$ cat src/rtl/regfile_wr_arbiter_if.sv
// Writeback bundle between the two requesters (A: ALU, B: load unit) and the
// register-file write port, including the outstanding-write pending mask.
interface regfile_wr_arbiter_if #(
  parameter int unsigned DW = 32,
  parameter int unsigned AW = 5
);
  logic              a_valid;
  logic              a_ready;
  logic [AW-1:0]     a_addr;
  logic [DW-1:0]     a_data;
  logic              b_valid;
  logic              b_ready;
  logic [AW-1:0]     b_addr;
  logic [DW-1:0]     b_data;
  logic              rf_we;
  logic [AW-1:0]     rf_wR;
  logic [DW-1:0]     rf_wD;
  logic [(1<<AW)-1:0] pend_mask;

  modport master (
    output a_valid, a_addr, a_data, b_valid, b_addr, b_data,
    input  a_ready, b_ready, rf_we, rf_wR, rf_wD, pend_mask
  );

  modport slave (
    input  a_valid, a_addr, a_data, b_valid, b_addr, b_data,
    output a_ready, b_ready, rf_we, rf_wR, rf_wD, pend_mask
  );
endinterface

$ cat src/rtl/regfile_wr_arbiter.sv
// Two one-entry writeback holding registers drained oldest-first onto the
// single register-file write port; exports a per-register pending mask.
module regfile_wr_arbiter #(
  parameter int unsigned DW = 32,
  parameter int unsigned AW = 5
) (
  input logic                   clk,
  input logic                   reset,
  regfile_wr_arbiter_if.slave   wr_io
);
  localparam int unsigned NumRegs = 1 << AW;

  logic          a_full_q, a_full_d;
  logic [AW-1:0] a_addr_q, a_addr_d;
  logic [DW-1:0] a_data_q, a_data_d;
  logic          b_full_q, b_full_d;
  logic [AW-1:0] b_addr_q, b_addr_d;
  logic [DW-1:0] b_data_q, b_data_d;
  logic          b_older_q, b_older_d;

  logic a_grant, b_grant;
  logic a_cap, b_cap;

  // Grants depend on registered state only, so ready never depends on valid.
  assign a_grant = a_full_q & (~b_full_q | ~b_older_q);
  assign b_grant = b_full_q & (~a_full_q | b_older_q);

  assign wr_io.a_ready = ~a_full_q | a_grant;
  assign wr_io.b_ready = ~b_full_q | b_grant;

  // Writes to x0 complete the handshake but are never held.
  assign a_cap = wr_io.a_valid & wr_io.a_ready & (wr_io.a_addr != '0);
  assign b_cap = wr_io.b_valid & wr_io.b_ready & (wr_io.b_addr != '0);

  always_comb begin
    a_full_d  = a_full_q;
    a_addr_d  = a_addr_q;
    a_data_d  = a_data_q;
    b_full_d  = b_full_q;
    b_addr_d  = b_addr_q;
    b_data_d  = b_data_q;
    b_older_d = b_older_q;

    if (a_grant) a_full_d = 1'b0;
    if (b_grant) b_full_d = 1'b0;
    if (a_cap) begin
      a_full_d = 1'b1;
      a_addr_d = wr_io.a_addr;
      a_data_d = wr_io.a_data;
    end
    if (b_cap) begin
      b_full_d = 1'b1;
      b_addr_d = wr_io.b_addr;
      b_data_d = wr_io.b_data;
    end

    // With both held, the entry that was not just captured is the older one;
    // a same-edge capture of both makes A older.
    if (a_full_d && b_full_d) begin
      if (a_cap && b_cap)  b_older_d = 1'b0;
      else if (a_cap)      b_older_d = 1'b1;
      else if (b_cap)      b_older_d = 1'b0;
    end else begin
      b_older_d = b_full_d;
    end
  end

  always_ff @(posedge clk or posedge reset) begin
    if (reset) begin
      a_full_q  <= 1'b0;
      a_addr_q  <= '0;
      a_data_q  <= '0;
      b_full_q  <= 1'b0;
      b_addr_q  <= '0;
      b_data_q  <= '0;
      b_older_q <= 1'b0;
    end else begin
      a_full_q  <= a_full_d;
      a_addr_q  <= a_addr_d;
      a_data_q  <= a_data_d;
      b_full_q  <= b_full_d;
      b_addr_q  <= b_addr_d;
      b_data_q  <= b_data_d;
      b_older_q <= b_older_d;
    end
  end

  logic [NumRegs-1:0] pend;

  always_comb begin
    wr_io.rf_we = a_full_q | b_full_q;
    wr_io.rf_wR = '0;
    wr_io.rf_wD = '0;
    if (a_grant) begin
      wr_io.rf_wR = a_addr_q;
      wr_io.rf_wD = a_data_q;
    end else if (b_grant) begin
      wr_io.rf_wR = b_addr_q;
      wr_io.rf_wD = b_data_q;
    end

    pend = '0;
    if (a_full_q) pend[a_addr_q] = 1'b1;
    if (b_full_q) pend[b_addr_q] = 1'b1;
  end

  assign wr_io.pend_mask = pend;

endmodule

$ cat src/flat_wrapper.sv
// flat-port wrapper written by rule: the top's interface ports become plain ports
module regfile_wr_arbiter_flat 
#(
  parameter int unsigned DW = 32,
  parameter int unsigned AW = 5
)
  (clk, reset, wr_io_a_valid, wr_io_a_addr, wr_io_a_data, wr_io_b_valid, wr_io_b_addr, wr_io_b_data, wr_io_a_ready, wr_io_b_ready, wr_io_rf_we, wr_io_rf_wR, wr_io_rf_wD, wr_io_pend_mask);
  regfile_wr_arbiter_if #(.DW(DW), .AW(AW)) wr_io_i ();
  input logic clk;
  input logic reset;
  input wire logic [$bits(wr_io_i.a_valid)-1:0] wr_io_a_valid;
  input wire logic [$bits(wr_io_i.a_addr)-1:0] wr_io_a_addr;
  input wire logic [$bits(wr_io_i.a_data)-1:0] wr_io_a_data;
  input wire logic [$bits(wr_io_i.b_valid)-1:0] wr_io_b_valid;
  input wire logic [$bits(wr_io_i.b_addr)-1:0] wr_io_b_addr;
  input wire logic [$bits(wr_io_i.b_data)-1:0] wr_io_b_data;
  output wire logic [$bits(wr_io_i.a_ready)-1:0] wr_io_a_ready;
  output wire logic [$bits(wr_io_i.b_ready)-1:0] wr_io_b_ready;
  output wire logic [$bits(wr_io_i.rf_we)-1:0] wr_io_rf_we;
  output wire logic [$bits(wr_io_i.rf_wR)-1:0] wr_io_rf_wR;
  output wire logic [$bits(wr_io_i.rf_wD)-1:0] wr_io_rf_wD;
  output wire logic [$bits(wr_io_i.pend_mask)-1:0] wr_io_pend_mask;
  assign wr_io_i.a_valid = wr_io_a_valid;
  assign wr_io_i.a_addr = wr_io_a_addr;
  assign wr_io_i.a_data = wr_io_a_data;
  assign wr_io_i.b_valid = wr_io_b_valid;
  assign wr_io_i.b_addr = wr_io_b_addr;
  assign wr_io_i.b_data = wr_io_b_data;
  assign wr_io_a_ready = wr_io_i.a_ready;
  assign wr_io_b_ready = wr_io_i.b_ready;
  assign wr_io_rf_we = wr_io_i.rf_we;
  assign wr_io_rf_wR = wr_io_i.rf_wR;
  assign wr_io_rf_wD = wr_io_i.rf_wD;
  assign wr_io_pend_mask = wr_io_i.pend_mask;
  regfile_wr_arbiter #(.DW(DW), .AW(AW)) u_core (.clk(clk), .reset(reset), .wr_io(wr_io_i));
endmodule
$ cat config.mk
export PLATFORM = sky130hd
export DESIGN_NAME = regfile_wr_arbiter_flat
export DESIGN_NICKNAME = d
export VERILOG_FILES = /design/src/rtl/regfile_wr_arbiter_if.sv /design/src/rtl/regfile_wr_arbiter.sv /design/src/flat_wrapper.sv
export SDC_FILE = /design/constraint.sdc
export NUM_CORES = 1
export LEC_CHECK = 0
export ABC_CLOCK_PERIOD_IN_PS = 4600
export CORE_ASPECT_RATIO = 2
export CORE_MARGIN = 2
export CORE_UTILIZATION = 45
export DETAILED_ROUTE_END_ITERATION = 12
export HOLD_SLACK_MARGIN = 0.08
export PLACE_DENSITY = 0.89
export RECOVER_POWER = 100
export SYNTH_ARGS = -nofsm -noshare
export SYNTH_HDL_FRONTEND = slang
export SYNTH_SLANG_ARGS = --single-unit
$ cat constraint.sdc
create_clock -name clk -period 4.6 [get_ports clk]
set_input_delay 0.92 -clock clk [delete_from_list [all_inputs] [get_ports clk]]
set_output_delay 0.92 -clock clk [all_outputs]
set_load 0.005 [all_outputs]
### M3 wires

Drawn at 4 px/micron.
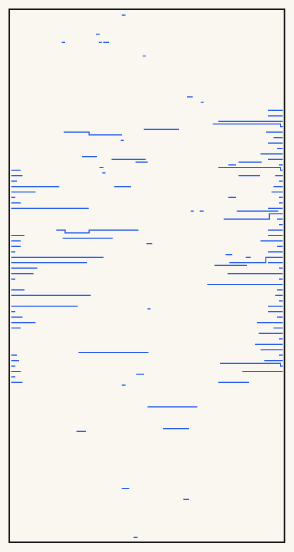
The layer holds 5.5% of the routed length. The longest straight run is 22.8 microns. The wires run mostly horizontal. The layer carries 576 microns of wire. 100 nets have wire on it.
DRT Wirelength: 10,500 microns
grt met3 use: 0.0544
routed vias: 3,107

### Register map, names as in the netlist

Drawn at 6 px/micron. Other sequential cells in the stronger gray, the rest of the logic in the fainter gray.
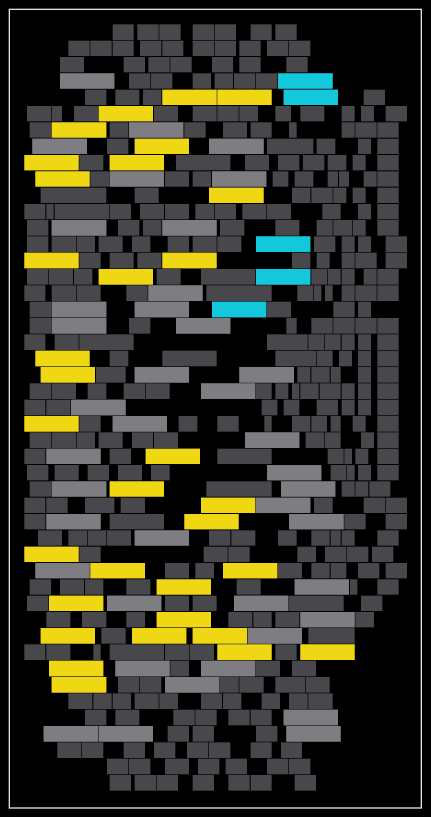
u_core.a_data_q: marked yellow, sequential cells 32. u_core.a_addr_q: marked cyan, sequential cells 5.
Another 40 sequential cells are not colored.

### Routed metal, one color a layer

Drawn at 4 px/micron. Only two layers are drawn.
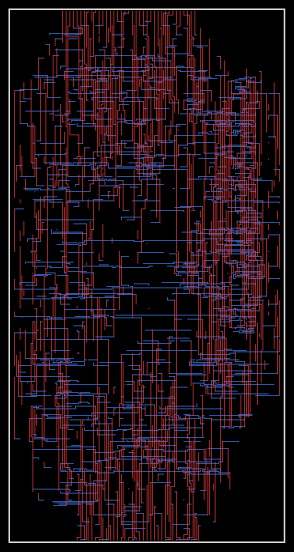
met1: marked blue, wire length 3,480 microns. met2: marked red, wire length 6,010 microns.
Tot GR Track Use: 0.237
DR WL/cell: 19.8 microns

### Cell outlines without signal wires

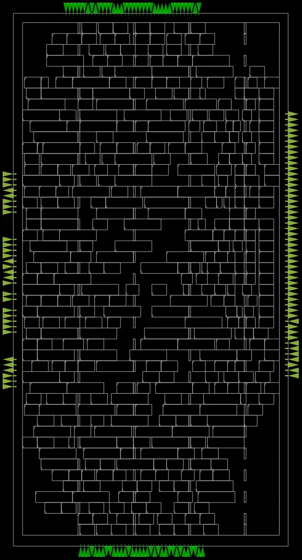
Final Core Density: 0.685
Fillers: 617
Core ar.: 8170 sq um
fin cells: 530
Rows: 47

==> summary.txt <==
run results: max-slew violation count=154, Clock Network Area Fraction=0.0644, Die Width=68.4 microns, Met1 Wirelength=3480 microns, worst-margin pin slew=2040 ps, peak supply drop=0.348 mV, CP top delay family=buffers and inverters, part of the power in registers=0.379, Comb power frac=0.265, register share after synthesis=0.516, tap cell count=98, yosys warns=0, Adders+Majority by Area=0, max cap viols=3, Slew headroom=-0.361, switching power=0.000590 W, failing checks=capacitance limit, slew limit, Power Total=0.00233 W, Cell Area, Placed=5260 sq um, status=complete, but fails checks, GRT Max-Usage Layer=met2
No activity file was given, so power comes from the tool's default toggle rates.
